`src/rtl/ntt_idx_gen_if.sv`:
```
// Handshake/bus bundle for the NTT index generator: sweep request in, index stream out.
interface ntt_idx_gen_if #(parameter int D_WIDTH = 12);
  logic               start;
  logic [D_WIDTH-1:0] l_in;
  logic               hold;
  logic [D_WIDTH-1:0] input_idx;
  logic               BitRev_enable;
  logic [D_WIDTH-1:0] l;
  logic               idx_last;
  logic               busy;
  logic               done;
  logic               err;

  modport master (
    output start, l_in, hold,
    input  input_idx, BitRev_enable, l, idx_last, busy, done, err
  );

  modport slave (
    input  start, l_in, hold,
    output input_idx, BitRev_enable, l, idx_last, busy, done, err
  );
endinterface

```
`src/rtl/ntt_idx_gen.sv`:
```
// NTT index sweep generator: emits 0..2^(RADIX_K1*l)-1 to the bit-reversal stage,
// stallable by hold, with done/err pulses and a latched digit count.
module ntt_idx_gen #(
  parameter int D_WIDTH  = 12,
  parameter int RADIX_K1 = 2
) (
  input logic         clk,
  input logic         rst,
  ntt_idx_gen_if.slave bus
);
  // Wide enough that RADIX_K1*l_in can never wrap before the range check.
  localparam int WW = D_WIDTH + 8;

  typedef enum logic [1:0] {IDLE, RUN, DONE} state_t;

  state_t             state, state_n;
  logic [D_WIDTH-1:0] idx_q, l_q, last_q;
  logic               err_q;

  logic [WW-1:0]      w_calc, shamt;
  logic               w_ok;
  logic [D_WIDTH-1:0] ones, last_next;
  logic               en, at_last;

  assign w_calc    = WW'(RADIX_K1) * WW'(bus.l_in);
  assign w_ok      = (w_calc != '0) && (w_calc <= WW'(D_WIDTH));
  assign ones      = '1;
  assign shamt     = WW'(D_WIDTH) - w_calc;
  // Terminal index N-1 as a right-aligned mask; only meaningful when w_ok.
  assign last_next = ones >> shamt;
  assign at_last   = (idx_q == last_q);

  always_ff @(posedge clk or posedge rst) begin
    if (rst) state <= IDLE;
    else     state <= state_n;
  end

  always_comb begin
    state_n = state;
    case (state)
      IDLE:    if (bus.start && w_ok) state_n = RUN;
      RUN:     if (!bus.hold && at_last) state_n = DONE;
      DONE:    state_n = IDLE;
      default: state_n = IDLE;
    endcase
  end

  always_comb begin
    en       = (state == RUN) && !bus.hold;
    bus.busy = (state == RUN);
    bus.done = (state == DONE);
  end

  always_ff @(posedge clk or posedge rst) begin
    if (rst) begin
      idx_q  <= '0;
      l_q    <= '0;
      last_q <= '0;
      err_q  <= 1'b0;
    end else begin
      err_q <= 1'b0;
      case (state)
        IDLE: begin
          if (bus.start) begin
            if (w_ok) begin
              l_q    <= bus.l_in;
              last_q <= last_next;
              idx_q  <= '0;
            end else begin
              err_q  <= 1'b1;
            end
          end
        end
        // Saturates at N-1: the FSM leaves RUN on that same edge.
        RUN:     if (!bus.hold && !at_last) idx_q <= idx_q + 1'b1;
        DONE:    idx_q <= '0;
        default: idx_q <= '0;
      endcase
    end
  end

  assign bus.input_idx     = idx_q;
  assign bus.BitRev_enable = en;
  assign bus.l             = l_q;
  assign bus.idx_last      = en && at_last;
  assign bus.err           = err_q;
endmodule

```
`src/flat_wrapper.sv`:
```
// flat-port wrapper written by rule: the top's interface ports become plain ports
module ntt_idx_gen_flat 
#(
  parameter int D_WIDTH  = 12,
  parameter int RADIX_K1 = 2
)
  (clk, rst, bus_start, bus_l_in, bus_hold, bus_input_idx, bus_BitRev_enable, bus_l, bus_idx_last, bus_busy, bus_done, bus_err);
  ntt_idx_gen_if #(.D_WIDTH(D_WIDTH)) bus_i ();
  input logic clk;
  input logic rst;
  input wire logic [$bits(bus_i.start)-1:0] bus_start;
  input wire logic [$bits(bus_i.l_in)-1:0] bus_l_in;
  input wire logic [$bits(bus_i.hold)-1:0] bus_hold;
  output wire logic [$bits(bus_i.input_idx)-1:0] bus_input_idx;
  output wire logic [$bits(bus_i.BitRev_enable)-1:0] bus_BitRev_enable;
  output wire logic [$bits(bus_i.l)-1:0] bus_l;
  output wire logic [$bits(bus_i.idx_last)-1:0] bus_idx_last;
  output wire logic [$bits(bus_i.busy)-1:0] bus_busy;
  output wire logic [$bits(bus_i.done)-1:0] bus_done;
  output wire logic [$bits(bus_i.err)-1:0] bus_err;
  assign bus_i.start = bus_start;
  assign bus_i.l_in = bus_l_in;
  assign bus_i.hold = bus_hold;
  assign bus_input_idx = bus_i.input_idx;
  assign bus_BitRev_enable = bus_i.BitRev_enable;
  assign bus_l = bus_i.l;
  assign bus_idx_last = bus_i.idx_last;
  assign bus_busy = bus_i.busy;
  assign bus_done = bus_i.done;
  assign bus_err = bus_i.err;
  ntt_idx_gen #(.D_WIDTH(D_WIDTH), .RADIX_K1(RADIX_K1)) u_core (.clk(clk), .rst(rst), .bus(bus_i));
endmodule
```
`config.mk`:
```
export PLATFORM = sky130hd
export DESIGN_NAME = ntt_idx_gen_flat
export DESIGN_NICKNAME = d
export VERILOG_FILES = /design/src/rtl/ntt_idx_gen_if.sv /design/src/rtl/ntt_idx_gen.sv /design/src/flat_wrapper.sv
export SDC_FILE = /design/constraint.sdc
export NUM_CORES = 1
export LEC_CHECK = 0
export CAP_MARGIN = 10
export CORE_ASPECT_RATIO = 0.9
export CORE_MARGIN = 2
export CORE_UTILIZATION = 48
export DETAILED_ROUTE_END_ITERATION = 12
export PLACE_DENSITY = 0.82
export REMOVE_ABC_BUFFERS = 1
export SETUP_SLACK_MARGIN = 0.2
export SYNTH_ARGS = -nofsm -noshare
export SYNTH_HDL_FRONTEND = slang
export SYNTH_SLANG_ARGS = --single-unit
```
`constraint.sdc`:
```
create_clock -name clk -period 2.2 [get_ports clk]
set_input_delay 0.33 -clock clk [delete_from_list [all_inputs] [get_ports clk]]
set_output_delay 0.33 -clock clk [all_outputs]
set_load 0.01 [all_outputs]
```
M1 wires:
The bar under the picture is 20 microns long.
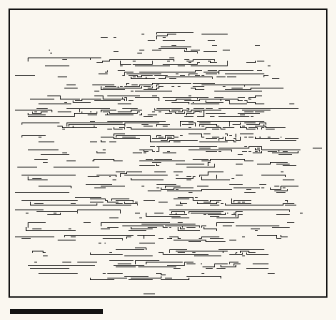
- main direction: horizontal
- nets with wire on the layer: 238
- share of all routed wire: 41%
- wire length on this layer: 1950 microns

Metal 2:
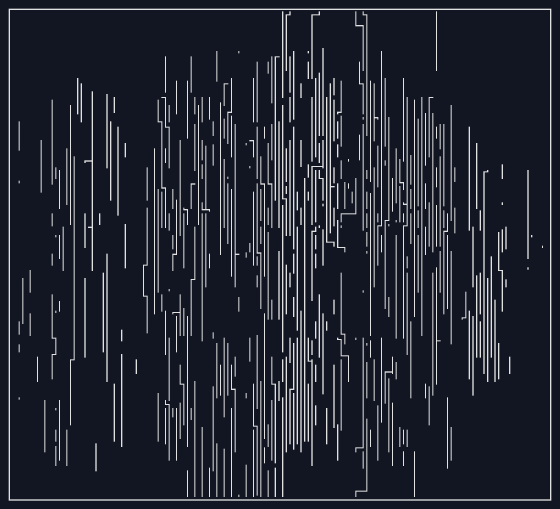
- wire length on this layer: 2410 microns
- main direction: vertical
- share of all routed wire: 50%
- nets with wire on the layer: 242
- longest straight run: 33.0 microns

The metal 3 layer:
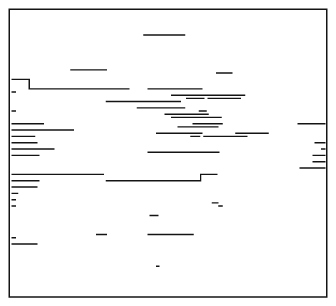
- longest straight run: 21.4 microns
- wire length on this layer: 333 microns
- main direction: horizontal
- nets with wire on the layer: 43
- share of all routed wire: 7.0%

[metrics by stage]
stage                     cell area (sq um)  std cells  power (uW)  setup slack [ns]
final                                  2580        292        1370             0.152
after global routing                   2580        292        1430            0.0809
after CTS                              2530        290        1340             0.140
after detailed placement               2440        281         887           -0.0444
after global placement                 2440        281         879            0.0286
after floorplan                        1720        163         759             0.353
[cell families after synthesis]
logic type                 share of synthesized area, %
AOI/OAI and AO/OA                                  17.5
xor gates and xnor gates                          0.497
adders and majority gates                          2.84
buffers and inverters                              3.98
DFF                                                46.9
muxes                                              1.78
and+or+nand+nor                                    26.5
[layout make-up]
type | instances | area (sq um)
repair buffers | 77 | 694
inverters | 7 | 26.3
multi-input cells | 123 | 897
clock buffers | 5 | 68.8
well taps | 44 | 55.1
clock inverters | 3 | 17.5
flip-flops and latches | 33 | 826
fillers | 245 | 868
[worst reg2reg max path, delay by kind of cell, from the launching register on]
family,cells,cell delay (ns)
buf+inv,2,0.33
compound gates,2,0.29
simple gates,3,0.83
flops,1,0.40
[report_power, final]
group | total, uW | internal [uW] | switching, uW
combinational | 285 | 132 | 153
sequential | 627 | 620 | 7.16
clock | 453 | 218 | 235
total | 1370 | 969 | 396
[path summary, 6_finish.rpt]
check                                           end  cells after the start               startpoint
max in group asynchronous           u_core.bus.l[9]                      3                      rst
setup / recovery                       bus_idx_last                      5         u_core.last_q[1]
hold reg to reg                     u_core.bus.l[0]                      2          u_core.bus.l[0]
setup reg to reg           u_core.bus.input_idx[11]                      7  u_core.bus.input_idx[9]
hold / removal              u_core.bus.input_idx[6]                      3                      rst
min in group clk                    u_core.bus.l[0]                      2          u_core.bus.l[0]
[flip-flops by register name, summed over array words and instances (netlist names)]
register              cells
u_core.last_q             6
u_core.state              2
u_core.bus.input_idx     12
u_core.bus.l             12
u_core.bus.err            1
==> run notes <==
Synthesis and PnR results.

- The run finished with clean final reports.
- The routed wire length reads 4780 microns.
- The number of failing setup endpoints in the final timing report reads 0.
- The tool warning count is 29.
- The detailed-routing iteration count for the pre-antenna-repair pass is 4.
- The tool flagged a number of max-cap violations equal to 0.
- The floorplan core area reads 0.00345 sq mm.
- The post-detailed-route wirelength per cell is 16.4 microns.
- The yosys stat chip area reads 0.00176 sq mm.
- The worst-case clock skew is 0.0109 ns.
- Sorting the Yosys area breakdown by cell type puts at the top sky130_fd_sc_hd__dfrtp_1.
- The synthesized netlist was found by Yosys to have 168 cells.
- The quantity of hold-fixing buffers added after cts is 0.
- The count of standard-cell rows is 20.
- The met1 capacity usage during global routing is 31.8%.
- The count of endpoints failing hold in the final timing report is 0.
- The delay of the slowest cell on the worst path reads 0.41 ns.
- The final-stage net count is 267.
- The number of global-route vias before repair is 1680.
- The analysis attributes to cell leakage a power of 0.00122 uW.
- The overall track demand over capacity in global routing reads 26.1%.
- Setup repair after global routing could not meet its margin everywhere.
- The number of flops mapped to enable cells by yosys is 0.
- The maximum count of clock buffers along a single path reads 2.
- The top-level I/O count reads 45.
- The count of yosys warnings during synthesis is 0.
- Per the detail_route log, met2 wirelength is 2410 microns.
- The number of antenna violations at the first check in global routing reads 0.
- The required time at the worst endpoint is listed as 1.87 ns.
- The detailed route wirelength on metal3 is 333 microns.
- For this run the top cell type by instance count after synthesis was sky130_fd_sc_hd__dfrtp_1.
- The critical path arrival reads 1.72 ns.
- The die extent in y is 61.5 microns.
- The CTS tree reads done.
- For met3 alone, demand over resource in global routing was 6.58%.
- The number of vias after detailed routing is 1649.
- The synthesized netlist contains 45 unique library cells.
- The number of buffers created by CTS is 5.
- Per the post-run analysis, buffers plus inverters along the critical path come to 1.
- Per the cell usage report, the commonest logic cell in the layout is sky130_fd_sc_hd__clkdlybuf4s50_1.
- Pins over their slew limit in the final report were tallied at 0.
- The first global-routing pass estimated 7840 microns of wire.
- The final period demand of the worst path is 2.05 ns.
- The count of port buffers added during placement is 44.
- The pin count of the biggest net entering global routing reads 34.
- The worst slew slack as a fraction of its limit is 69.7%.
- The count of mapped cells out of synthesis reads 168.
- The number of synthesized register bits is 33.
- The length of routed wiring on met1 is 1950 microns.
- The critical path is of the flip-flop to output pin type.
- The floorplan utilization reads 51.0%.
- The sequential fraction of the synthesis area is 46.9%.
- The most used flip-flop cell after synthesis reads sky130_fd_sc_hd__dfrtp_1.
- The clock transition time at the flip-flop clock pins of the worst setup and hold paths reads 0.08 ns.
- Yosys reports that the most numerous cell types are sky130_fd_sc_hd__dfrtp_1, sky130_fd_sc_hd__nand2_1, sky130_fd_sc_hd__nor2_1, sky130_fd_sc_hd__nand3_1.
- The total of cells resized after clock tree synthesis reads 7.
- The areal power density over the cells is 528 mW/mm^2.
- The overall die width is 67.9 microns.
- The endpoint kind of the worst setup timing path reads an output pin.
- The proportion of layout cells with a drive suffix above 1 is 23.0%.
- Setup total negative slack on the finished layout was measured at 0 ns.
- Summed over its instances, the top area cell type makes up 46.9% of the synthesized netlist area.
- At the pin with the least slew margin, the transition time is 0.453 ns.
- The path category of the worst min-delay check reads primary input to async pin.
- Listed in order, past its start point the critical path passes or3_1, a22oi_2, nand3_2, nor2_1, buf_2.
- The most used routing layer is met2.
- The number of vias per cell after detailed routing is 5.65.
- Buffers added to address setup during post-CTS repair amount to 1.
- By instance count after routing, the leading logic cell types are sky130_fd_sc_hd__clkdlybuf4s50_1, sky130_fd_sc_hd__dfrtp_1, sky130_fd_sc_hd__buf_4.
- The clock insertion delay at the later pin of the skew report is 0.30 ns.
- The critical path startpoint category reads a flip-flop.
- For this run, the script counts the antenna cells in the layout as 0.
- The total die area reads 0.00417 sq mm.
- The share of the core filled with cells reads 74.9%.
- The final worst hold slack is 0.422 ns.
- The number of routed nets with antenna violations reads 0.
- The fraction of synthesis flops using an asynchronous set or reset pin reads 100%.
- The maximum net fanout on the critical path is 3.
- The average size of a mapped cell is 10.5 sq um.
- TritonCTS reports the number of clock sinks as 33.
- The highest clock rate this design can be run at is 0.488 GHz.
Power and IR drop assume default switching activity.
